$ cat src/rtl/adder_arbiter.sv
// Round-robin arbiter and sequencer that shares one registered-operand adder among NREQ
// requesters. It returns each sum tagged with the requester index over a valid/ready port.
module adder_arbiter #(
   parameter int unsigned WIDTH   = 16,
   parameter int unsigned NREQ    = 4,
   parameter int unsigned ADD_LAT = 1
) (
   input  logic                     clk,
   input  logic                     rst_n,
   input  logic [NREQ-1:0]          req_valid,
   output logic [NREQ-1:0]          req_ready,
   input  logic [NREQ*WIDTH-1:0]    req_a,
   input  logic [NREQ*WIDTH-1:0]    req_b,
   output logic [WIDTH-1:0]         add_a,
   output logic [WIDTH-1:0]         add_b,
   input  logic [WIDTH-1:0]         add_c,
   output logic                     rsp_valid,
   input  logic                     rsp_ready,
   output logic [$clog2(NREQ)-1:0]  rsp_id,
   output logic [WIDTH-1:0]         rsp_sum,
   output logic                     busy
);

   localparam int unsigned IDW  = $clog2(NREQ);
   localparam int unsigned CNTW = (ADD_LAT > 1) ? $clog2(ADD_LAT) : 1;

   localparam logic [1:0] IDLE = 2'd0;
   localparam logic [1:0] WAIT = 2'd1;
   localparam logic [1:0] RESP = 2'd2;

   localparam logic [CNTW-1:0] CNT_INIT = CNTW'(ADD_LAT - 1);
   localparam logic [IDW-1:0]  LAST_RST = IDW'(NREQ - 1);

   logic [1:0]       state_q, state_d;
   logic [CNTW-1:0]  cnt_q, cnt_d;
   logic [IDW-1:0]   last_q, last_d;
   logic [WIDTH-1:0] add_a_q, add_a_d;
   logic [WIDTH-1:0] add_b_q, add_b_d;
   logic [IDW-1:0]   rsp_id_q, rsp_id_d;
   logic [WIDTH-1:0] rsp_sum_q, rsp_sum_d;

   logic             gnt_found;
   logic [IDW-1:0]   gnt_idx;
   logic [IDW-1:0]   cand;
   logic             accept;

   // Search starts one past the last winner and wraps, so every requester is eventually served.
   always_comb begin
      gnt_found = 1'b0;
      gnt_idx   = '0;
      cand      = '0;
      for (int k = 1; k <= int'(NREQ); k++) begin
         cand = IDW'((int'(last_q) + k) % int'(NREQ));
         if (!gnt_found && req_valid[cand]) begin
            gnt_found = 1'b1;
            gnt_idx   = cand;
         end
      end
   end

   assign accept    = (state_q == IDLE) && gnt_found;
   assign req_ready = (accept && rst_n) ? (NREQ'(1) << gnt_idx) : '0;

   always_comb begin
      state_d   = state_q;
      cnt_d     = cnt_q;
      last_d    = last_q;
      add_a_d   = add_a_q;
      add_b_d   = add_b_q;
      rsp_id_d  = rsp_id_q;
      rsp_sum_d = rsp_sum_q;
      case (state_q)
         IDLE: begin
            if (accept) begin
               add_a_d  = req_a[gnt_idx*WIDTH +: WIDTH];
               add_b_d  = req_b[gnt_idx*WIDTH +: WIDTH];
               rsp_id_d = gnt_idx;
               last_d   = gnt_idx;
               cnt_d    = CNT_INIT;
               state_d  = WAIT;
            end
         end
         WAIT: begin
            if (cnt_q != '0) begin
               cnt_d = cnt_q - CNTW'(1);
            end else begin
               rsp_sum_d = add_c;
               state_d   = RESP;
            end
         end
         RESP: begin
            if (rsp_ready) begin
               state_d = IDLE;
            end
         end
         default: state_d = IDLE;
      endcase
   end

   always_ff @(posedge clk or negedge rst_n) begin
      if (!rst_n) begin
         state_q   <= IDLE;
         cnt_q     <= '0;
         last_q    <= LAST_RST;
         add_a_q   <= '0;
         add_b_q   <= '0;
         rsp_id_q  <= '0;
         rsp_sum_q <= '0;
      end else begin
         state_q   <= state_d;
         cnt_q     <= cnt_d;
         last_q    <= last_d;
         add_a_q   <= add_a_d;
         add_b_q   <= add_b_d;
         rsp_id_q  <= rsp_id_d;
         rsp_sum_q <= rsp_sum_d;
      end
   end

   assign add_a     = add_a_q;
   assign add_b     = add_b_q;
   assign rsp_id    = rsp_id_q;
   assign rsp_sum   = rsp_sum_q;
   assign rsp_valid = (state_q == RESP);
   assign busy      = (state_q != IDLE);

endmodule

$ cat config.mk
export PLATFORM = sky130hd
export DESIGN_NAME = adder_arbiter
export DESIGN_NICKNAME = d
export VERILOG_FILES = /design/src/rtl/adder_arbiter.sv
export SDC_FILE = /design/constraint.sdc
export NUM_CORES = 1
export LEC_CHECK = 0
export CAP_MARGIN = 5
export CELL_PAD_IN_SITES_DETAIL_PLACEMENT = 1
export CELL_PAD_IN_SITES_GLOBAL_PLACEMENT = 2
export CORE_MARGIN = 5
export CORE_UTILIZATION = 18
export CTS_CLUSTER_SIZE = 10
export DETAILED_ROUTE_END_ITERATION = 6
export PLACE_DENSITY_LB_ADDON = 0.1
export SYNTH_ARGS = -nofsm -noshare
export SYNTH_HDL_FRONTEND = slang
export SYNTH_SLANG_ARGS = --single-unit
export TNS_END_PERCENT = 50
$ cat constraint.sdc
create_clock -name clk -period 1.9 [get_ports clk]
set_clock_uncertainty 0.2 [all_clocks]
set_input_delay 0.38 -clock clk [delete_from_list [all_inputs] [get_ports clk]]
set_output_delay 0.38 -clock clk [all_outputs]
set_load 0.01 [all_outputs]
==> job_summary.md, run 1 <==
## Synthesis and layout report

| Metric | Value |
|---|---|
| Buffers excl. clock | `about 260` |
| Critical path class | `flop to output pin` |
| Commonest flop | `dfrtp_1` |
| Slew HR | `0.6972` |
| Critical Path RT | `1320 ps` |
| Clk sinks | `around 54` |
| PwrDens | `roughly 1400 nW/um2` |
| Synth Area in Adders | `0` |
| Final Cycle Share | `1.171` |
| # resized after CTS | `around 70` |
| Setup violations, final | `37` |
| Vias per cell | `~4.5` |
| Critical Path Start | `last_q[1]$_DFFE_PN1P_` |
| Area fraction in xor and xnor cells | `0` |
| Synthesized Nets | `483` |
| Synth warn | `0` |
| TNS Setup | `-8037 ps` |
| Tool warnings | `29` |
| Top-area cell share | `0.3977` |
| Crit path max-delay family | `flip-flops` |
| Cell count after synthesis | `332` |
| Register share after synthesis | `0.4138` |
| Non-clk buf share | `0.4080` |
| Util after Layout | `0.3556` |
| CP endpoint kind | `output pin` |
| AO/OA Area Share | `0.2818` |
| Total power | `~9 mW` |
| Share of layout cells above drive strength 1 | `0.2222` |
| DRC violations left | `0` |
| Critical path buffer and inverter count | `3` |
| Post-Synth Simple-Gate Area | `0.1013` |
| Tap cells | `approximately 230` |
| R2R depth | `8` |
| Drt pass-1 iters | `4` |
| Area growth from synthesis to layout | `94.57%` |
| WP depth | `6` |
| Chip height | `roughly 140 um` |
| Design Area, Final | `6366 um2` |
| Max Fanout on Critical Path | `3` |
| Peak supply drop | `between 0.0007 and 0.0008 V` |
| RSZ-0062 raised after global routing | `true` |
| Critical path endpoint | `req_ready[3]` |
| Post-synth EDFFs | `0` |
| Post-placement setup slack | `-885.3 ps` |
| Gr usage total | `0.1482` |
| Final WS setup | `-324.3 ps` |
| Yosys stat chip area | `3272 um2` |
| Placeable Area | `17900 um2` |
| Count leader, synth | `dfrtp_1` |
| Pin count of the biggest net entering global routing | `approximately 51` |
| Row cnt | `just under 50` |
| Dominant comb cell | `AND-OR/OR-AND gates` |
| Grt peak-use layer | `met2` |
| Root Buffer Master | `clkbuf_16` |
| M2 GR Usage | `0.2517` |
| Final ANT Viol Nets | `0` |
| Overflow after GRT | `0` |
| Avg Cell Area, Syn | `9.855 um2` |
| Final tally of hold violations | `8` |
| Top cells excl fill/tap | `clkdlybuf4s50_1 (193), dfrtp_1 (52), buf_4 (37)` |
| Global-route wire length before repair | `about 24 mm` |
| Clock-cell share | `0.02417` |
| Logic cell area | `~2000 um2` |
| Worst hold path class | `primary input to async pin` |
| Failing checks | `hold timing, setup timing` |
| Fin nets | `~730` |
| Worst EP arrival | `roughly 1600 ps` |
| Routed wire length | `between 15 and 20 mm` |
| H-tree depth | `2` |
| List of most frequent post-synthesis cells | `dfrtp_1 (52), mux2i_1 (33), o21ai_1 (31)` |
| Met3 usage | `0.04962` |
| Initial antenna violation count | `0` |
| Via count | `between 3000 and 4000` |
| Setup bufs post-CTS | `18` |
| Synthesized registers | `54` |
| Worst path slowest cell | `dfstp_2` |
| LEAKAGE | `2.716 nW` |
| Clock-pin slew on the worst setup and hold paths | `80 ps` |
| Dpl hpwl | `~12 mm` |
| Min cycle time layout | `~2200 ps` |
| Synthesized area | `about 3300 um2` |
| Status | `finished, violations left` |
| Iter 0 DRT Violations | `around 120` |
| Fmax achieved | `~450 MHz` |
| Fill cell count | `around 2000` |
| Die area | `20970 um2` |
| R2R Path Start | `last_q[1]$_DFFE_PN1P_` |
| Worst r2r dst | `add_b[13]$_DFFE_PN0P_` |
| CTS tree | `done` |
| GPL Wtd Cong | `0.8132` |
| Number of diodes | `0` |
| Post-synth top area cell | `dfrtp_1` |
| DP Area | `roughly 5800 um2` |
| # Cells Yosys | `about 330` |
| Slew Viols, Final | `0` |
| Top cells, area | `dfrtp_1 (40%), mux2i_1 (10%), mux2_2 (5.5%)` |
| Vias in the first global route | `4020` |
| Critical-path cell list | `buf_6 -> buf_6 -> nand2b_4 -> a21oi_2 -> o2111a_1 -> buf_6` |
| Routed wire per std cell | `19.70 um` |
| Chip width | `144.8 um` |
| Distinct lib cells | `37` |
| Post-synth mux share | `0.1560` |
| Worst setup SP type | `flop` |
| Met1 global-route usage | `0.1822` |
| Invs w/o clock | `4` |
| Core Util at FP | `0.1828` |
| Max-area cell class | `non-clock buffers` |
| WHS | `-4.873 ps` |
| CP most frequent cell | `buf_6` |
| Synth async-reset ratio | `1.000` |
| Cts hold-fix bufs | `0` |
| Cell total after placement | `just under 800` |
| Slew @ Worst Pin | `around 450 ps` |
| R2r setup slk | `-270 ps` |
run 1: report_power, final:
part | switching [mW] | internal (mW)
Clock | 0.515 | 0.508
Combinational | 2.79 | 3.25
Sequential | 0.329 | 1.75
run 1: sequential cells by signal (all words and copies together), names as in the netlist:
| register | flops |
|---|---|
| add_a | 16 |
| add_b | 16 |
| last_q | 2 |
| rsp_id | 2 |
| rsp_sum | 16 |
| state_q | 2 |
run 1: worst reg2reg max path: cells and delay by family, from the launching register on:
kind            cells  cell delay (ps)
buf+inv             3              410
mux                 2              460
simple gates        1              170
compound gates      2              220
flops               1              580
run 1: routing by layer:
metal,vias up,routed length (um)
li1,1734,-
met1,1754,6613
met2,114,7817
met3,11,1208
met4,0,221
met5,-,0
Run 1, gate-type map:
Bar = 50 um.
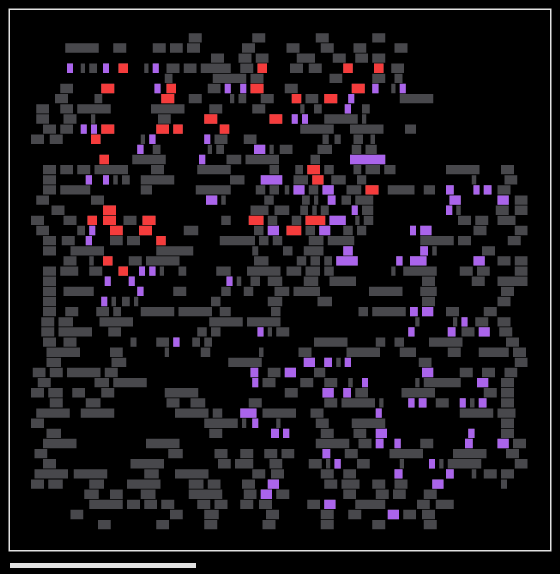
Key: red = AND-OR and OR-AND gates [cells 34]; purple = inverting AOI/OAI gates [cells 98, where widely spread]
fin cells: 805
Top cell excl fill/tap: clkdlybuf4s50_1
Comb/total area: 0.3074

Run 1, clock routing:
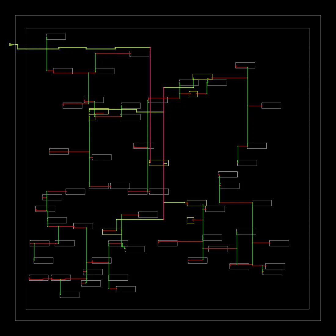
registers: 54
Num CTS Buffers: 5
Late-Pin Clk Latency: 310 ps
CLK BUF: 5
Clk power: 1.02 mW

Run 1, sequential cells coloured by netlist name:
Bar = 50 um. Other sequential cells in the stronger grey, the rest of the logic in the fainter grey.
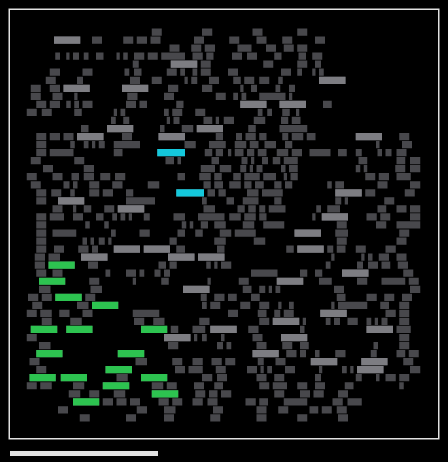
Key: green = `rsp_sum` [placed flops 16, where bottom left]; cyan = `last_q` [placed flops 2]
register area: 1354 um2
Seq group: 2.08 mW
flop share of the area: 0.2127

==> inputs of run 2 (changes only) <==
Settings changed: CORE_UTILIZATION 18 to 20.
Clock period 1.9 ns to 2.19 ns, I/O delays scaled along.
Run 2, gate-type map:
Bar = 50 um.
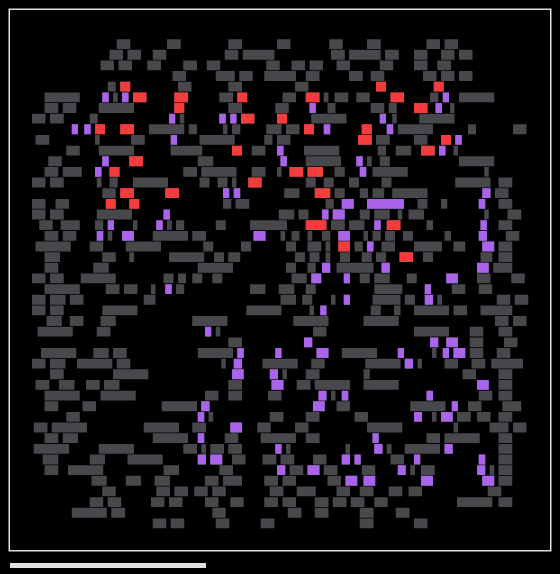
fin cells: 783
Comb/total area: 0.3099

==> run 2 against run 1 <==
  * The flow finishes with violations (setup timing)
  * Synthesized area unchanged
  * Final area is 3.1% lower
  * Critical endpoint is now req_ready[2]
  * Register-to-register slack better by 270 ps
  * Sequential share of layout area up 0.68 points
  * Clock-buffer cell count grew 1
==> job_summary.md, run 2 <==
## Synthesis and layout report

| Metric | Value |
|---|---|
| Tool warnings | `28 (-3.4%)` |
| H-tree depth | `2 (unchanged)` |
| Vias in the first global route | `4113 (+2.3%)` |
| Setup bufs post-CTS | `6 (-12)` |
| Pin count of the biggest net entering global routing | `51 (unchanged)` |
| Post-synth mux share | `0.1560 (unchanged)` |
| Top cells excl fill/tap | `clkdlybuf4s50_1 (195), dfrtp_1 (52), buf_4 (35)` |
| Post-placement setup slack | `-761.6 ps (+123.7 ps)` |
| Area growth from synthesis to layout | `88.57%` |
| CP endpoint kind | `output pin` |
| Final tally of hold violations | `0 (-8)` |
| Met3 wire length | `1.004 mm (-17%)` |
| Dominant comb cell | `AND-OR/OR-AND gates` |
| Synthesized registers | `54 (unchanged)` |
| Global-route wire length before repair | `22.44 mm (-4.9%)` |
| Placeable Area | `15940 um2 (-11%)` |
| Count leader, synth | `dfrtp_1` |
| Final ANT Viol Nets | `0 (unchanged)` |
| Failing checks | `setup timing` |
| Worst path slowest cell | `dfstp_2` |
| Area fraction in xor and xnor cells | `0 (unchanged)` |
| Slew HR | `0.6077 (-0.08952)` |
| Total power | `7.605 mW (-17%)` |
| Num CTS Buffers | `5 (unchanged)` |
| Row cnt | `46 (-6.1%)` |
| Synth Area in Adders | `0 (unchanged)` |
| Synth warn | `0 (unchanged)` |
| Vias per cell | `4.646 (+3.5%)` |
| Crit path max-delay family | `flip-flops` |
| Final WS setup | `-40.79 ps (+283.5 ps)` |
| Core Util at FP | `0.2052 (+0.02246)` |
| Chip width | `137.9 um (-4.8%)` |
| Setup violations, final | `3 (-92%)` |
| GPL Wtd Cong | `0.8042 (-1.1%)` |
| Clk sinks | `54 (unchanged)` |
| Clock-pin slew on the worst setup and hold paths | `70 ps (about the same)` |
| Top-area cell share | `0.3977 (unchanged)` |
| Critical Path Start | `last_q[1]$_DFFE_PN1P_` |
| Late-Pin Clk Latency | `310 ps (about the same)` |
| Dpl hpwl | `11.44 mm (-1.5%)` |
| DP Area | `5719 um2 (-1.6%)` |
| Top cells, area | `dfrtp_1 (40%), mux2i_1 (10%), mux2_2 (5.5%)` |
| Worst hold path class | `primary input to async pin` |
| Status | `finished, violations left` |
| Critical path buffer and inverter count | `2 (-1)` |
| Final Cycle Share | `1.019` |
| Util after Layout | `0.3870 (+0.03138)` |
| Peak supply drop | `0.0005195 V (-27%)` |
| Yosys stat chip area | `3272 um2 (unchanged)` |
| LEAKAGE | `2.616 nW (-3.7%)` |
| Post-synth top area cell | `dfrtp_1` |
| # resized after CTS | `37 (-47%)` |
| Synthesized Nets | `483 (unchanged)` |
| Top cell excl fill/tap | `clkdlybuf4s50_1` |
| Distinct lib cells | `37 (unchanged)` |
| Design Area, Final | `6170 um2 (-3.1%)` |
| # Cells Yosys | `332 (unchanged)` |
| Max Fanout on Critical Path | `6 (+3)` |
| Fmax achieved | `448.3 MHz` |
| List of most frequent post-synthesis cells | `dfrtp_1 (52), mux2i_1 (33), o21ai_1 (31)` |
| R2r setup slk | `0 ps (+270 ps)` |
| WP depth | `4 (-2)` |
| Root Buffer Master | `clkbuf_16` |
| R2R depth | `8 (unchanged)` |
| Cell total after placement | `760 (-2.1%)` |
| Synthesized area | `3272 um2 (unchanged)` |
| WHS | `30.35 ps (+35.23 ps)` |
| Slew @ Worst Pin | `588.5 ps (+134.3 ps)` |
| Chip height | `137.9 um (-4.8%)` |
| Share of layout cells above drive strength 1 | `0.1943 (-0.02788)` |
| Iter 0 DRT Violations | `88 (-28%)` |
| Commonest flop | `dfrtp_1` |
| Worst EP arrival | `1590 ps (-50 ps)` |
| Critical path endpoint | `req_ready[2]` |
| RSZ-0062 raised after global routing | `true` |
| TNS Setup | `-71.77 ps (+7965 ps)` |
| Critical-path cell list | `inv_1 -> o221a_2 -> and3_4 -> buf_4` |
| Metal-1 WL | `6.302 mm (-4.7%)` |
| Synth async-reset ratio | `1.000 (unchanged)` |
Run 2, routed metal, one colour a layer:
Only two layers are drawn.
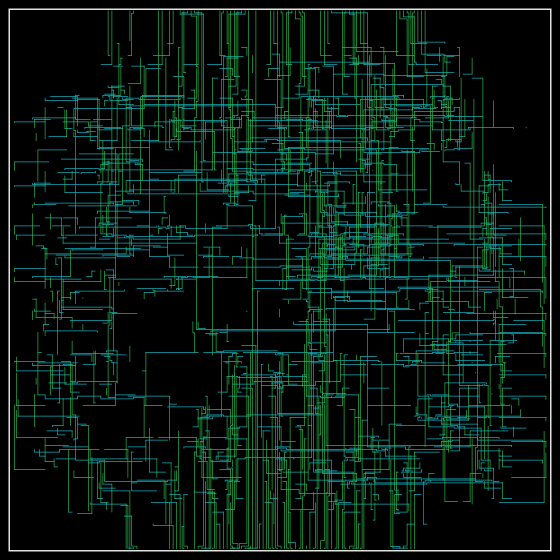
Key: green = metal 2 [wire length 8030 um]; cyan = metal 1 [wire length 6300 um]
routed wire length: 15.62 mm
Routed wire per std cell: 19.94 um
via count: 3638
gr usage total: 0.1539

## run 2: cell count changes in the layout (fill, tap and decap cells not counted), sizes merged
cell / delta
buf: -15
clkbuf: +6
clkdlybuf4s50: +2
clkinv: +1
diode: +1
dlygate4sd2: -1
dlygate4sd3: +1
dlymetal6s2s: -2
inv: -2
## run 2: where the power goes
part	internal [mW]	switching, mW
Combinational	2.63	2.30
Sequential	1.53	0.311
Clock	0.427	0.413
Total	4.58	3.02
## run 2: layout make-up
cell class | count | area (um2)
fill | 1806 | 9773
multi-input combinational | 249 | 1912
clock buffer | 6 | 128.9
tap | 216 | 270.3
clock inverter | 2 | 13.76
antenna | 1 | 2.502
sequential | 54 | 1354
inverter | 4 | 17.52
timing repair buffer | 251 | 2471
==> inputs of run 3 (changes only) <==
Settings changed: SLEW_MARGIN set to 20.
Run 3, pin map:
Pins as bars across the die edge, other pins in grey.
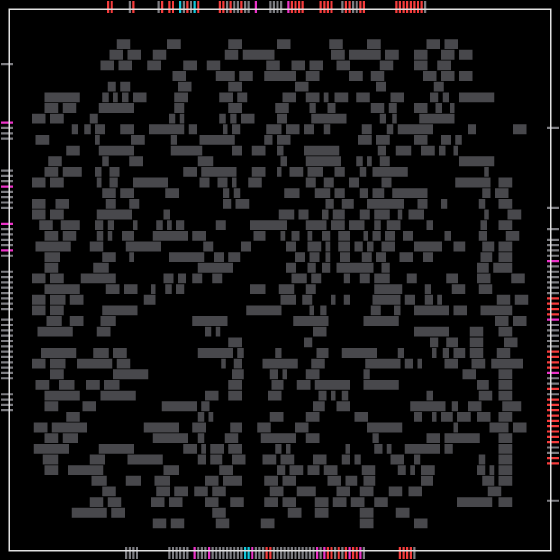
Key: magenta = `add_b` [pins 16, direction output, edge 7 bottom, 4 left, 3 right, 2 top]; red = `req_a` [pins 64, direction input, edge 32 top, 20 right, 12 bottom]; cyan = `req_ready` [pins 4, direction output, edge 2 bottom, 2 top]
All pins by edge: 63 bottom, 53 top, 47 right, 44 left.
I/O Buffers: 206
chip height: 137.9 um

==> run 3 against run 2 <==
  * Synthesized area unchanged
  * The run still ends with setup timing left
  * Critical endpoint unchanged
  * Critical path type unchanged
  * Largest power group unchanged
  * Global-route usage unchanged
  * Sequential share of layout area unchanged
  * Critical path depth unchanged
  * Via count unchanged
  * Die area unchanged
  * Clock-buffer cell count unchanged
  * Clock power about the same
  * Sequential cell count unchanged
==> job_summary.md, run 3 <==
## Synthesis and layout report

| Metric | Value |
|---|---|
| Status | `finished, violations left` |
| Failing checks | `setup timing` |
| Vias in the first global route | `4113 (unchanged)` |
| Total power | `7.605 mW (unchanged)` |
| Gr usage total | `0.1539 (unchanged)` |
| Flop share of the area | `0.2194 (unchanged)` |
| Number of diodes | `1 (unchanged)` |
| # Cells Yosys | `332 (unchanged)` |
| Commonest flop | `dfrtp_1` |
| LEAKAGE | `2.616 nW (unchanged)` |
| Metal-1 WL | `6.302 mm (unchanged)` |
| Worst EP arrival | `1590 ps (about the same)` |
| Non-clk buf share | `0.4005 (unchanged)` |
| GPL Wtd Cong | `0.8042 (unchanged)` |
| Post-synth top area cell | `dfrtp_1` |
| Max power group | `combinational cells` |
| Clock Power Share | `0.110 (about the same)` |
| Top cell excl fill/tap | `clkdlybuf4s50_1` |
| Buffers excl. clock | `251 (unchanged)` |
| Dpl hpwl | `11.44 mm (unchanged)` |
| Comb/total area | `0.3099 (unchanged)` |
| Tap cells | `216 (unchanged)` |
| Internal power | `4.581 mW (unchanged)` |
| Cell total after placement | `760 (unchanged)` |
| TNS Setup | `-71.77 ps (unchanged)` |
| Distinct lib cells | `37 (unchanged)` |
| Sw frac | `0.3976 (unchanged)` |
| Multi-input gates | `249 (unchanged)` |
| Synth warn | `0 (unchanged)` |
| Core Util at FP | `0.2052 (unchanged)` |
| Dominant comb cell | `AND-OR/OR-AND gates` |
| Global-route wire length before repair | `22.44 mm (unchanged)` |
| Final Cycle Share | `1.019 (unchanged)` |
| Synthesized Nets | `483 (unchanged)` |
| Late-Pin Clk Latency | `310 ps (about the same)` |
| R2r setup slk | `0 ps (unchanged)` |
| Worst hold path class | `primary input to async pin` |
| Area fraction in xor and xnor cells | `0 (unchanged)` |
| Chip width | `137.9 um (unchanged)` |
| Register area | `1354 um2 (unchanged)` |
| Max Fanout on Critical Path | `6 (unchanged)` |
| Setup violations, final | `3 (unchanged)` |
| Placeable Area | `15940 um2 (unchanged)` |
| Top cells excl fill/tap | `clkdlybuf4s50_1 (195), dfrtp_1 (52), buf_4 (35)` |
| Fill cell count | `1806 (unchanged)` |
| # resized after CTS | `37 (unchanged)` |
| Clk sinks | `54 (unchanged)` |
| Clock-pin slew on the worst setup and hold paths | `70 ps (about the same)` |
| Util after Layout | `0.3870 (unchanged)` |
| Logic cell area | `1912 um2 (unchanged)` |
| Clk power | `840 uW (about the same)` |
| Final tally of hold violations | `0 (unchanged)` |
| Synthesized area | `3272 um2 (unchanged)` |
| CP endpoint kind | `output pin` |
| Invs w/o clock | `4 (unchanged)` |
| DP Area | `5719 um2 (unchanged)` |
| Seq group | `1.84 mW (about the same)` |
| List of most frequent post-synthesis cells | `dfrtp_1 (52), mux2i_1 (33), o21ai_1 (31)` |
| Via count | `3638 (unchanged)` |
| Routed wire length | `15.62 mm (unchanged)` |
| Row cnt | `46 (unchanged)` |
| Clock-cell share | `0.02312 (unchanged)` |
| Registers | `54 (unchanged)` |
| Met1 global-route usage | `0.1737` |
| Synth Area in Adders | `0 (unchanged)` |
| WHS | `30.35 ps (unchanged)` |
| Routed wire per std cell | `19.94 um (unchanged)` |
| Met3 wire length | `1.004 mm (unchanged)` |
| Vias per cell | `4.646 (unchanged)` |
| Top-area cell share | `0.3977 (unchanged)` |
| Final WS setup | `-40.79 ps (unchanged)` |
| Yosys stat chip area | `3272 um2 (unchanged)` |
| R2R depth | `8 (unchanged)` |
| P_comb | `4.93 mW (about the same)` |
| Pin count of the biggest net entering global routing | `51 (unchanged)` |
| Post-synth mux share | `0.1560 (unchanged)` |
| Met2 WL | `approximately 8 mm` |
| CLK BUF | `6 (unchanged)` |
| P_sw | `3.024 mW (unchanged)` |
| Final ANT Viol Nets | `0 (unchanged)` |
| Slew HR | `0.6077 (unchanged)` |
| Slew @ Worst Pin | `588.5 ps (unchanged)` |
Run 3, gate-type map:
Bar = 50 um.
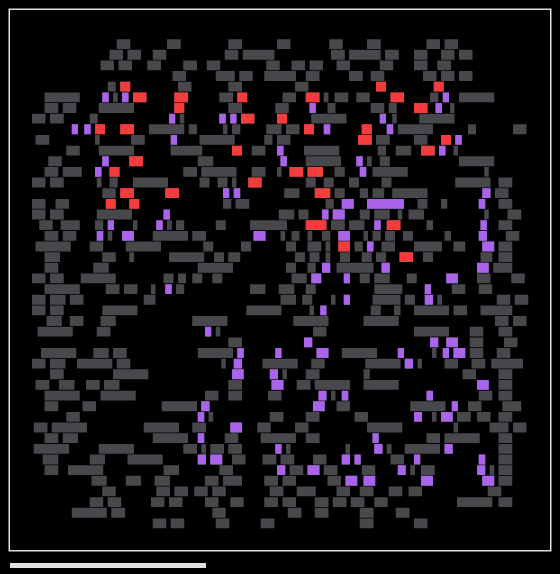
Key: red = AND-OR and OR-AND gates [cells 34]; purple = inverting AOI/OAI gates [cells 98]

==> run 3: worst min path at each step <==
stage                          startpoint               endpoint  slack, ps  cells past startpoint
floorplan                           rst_n   add_a[0]$_DFFE_PN0P_        -60                      0
global placement    rsp_id[1]$_DFFE_PN0P_  rsp_id[1]$_DFFE_PN0P_        260                      2
detailed placement  rsp_id[1]$_DFFE_PN0P_  rsp_id[1]$_DFFE_PN0P_        280                      2
CTS                                 rst_n   add_b[8]$_DFFE_PN0P_         20                      2
global route                        rst_n   add_b[6]$_DFFE_PN0P_         70                      2
finish                              rst_n   add_b[8]$_DFFE_PN0P_         30                      2
==> run 3: worst max-delay path: stages, from the launching register on <==
cell     delay, ps
dfstp_2        600
inv_1          110
o221a_2        250
and3_4         170
buf_4          140
Power and IR drop assume default switching activity.
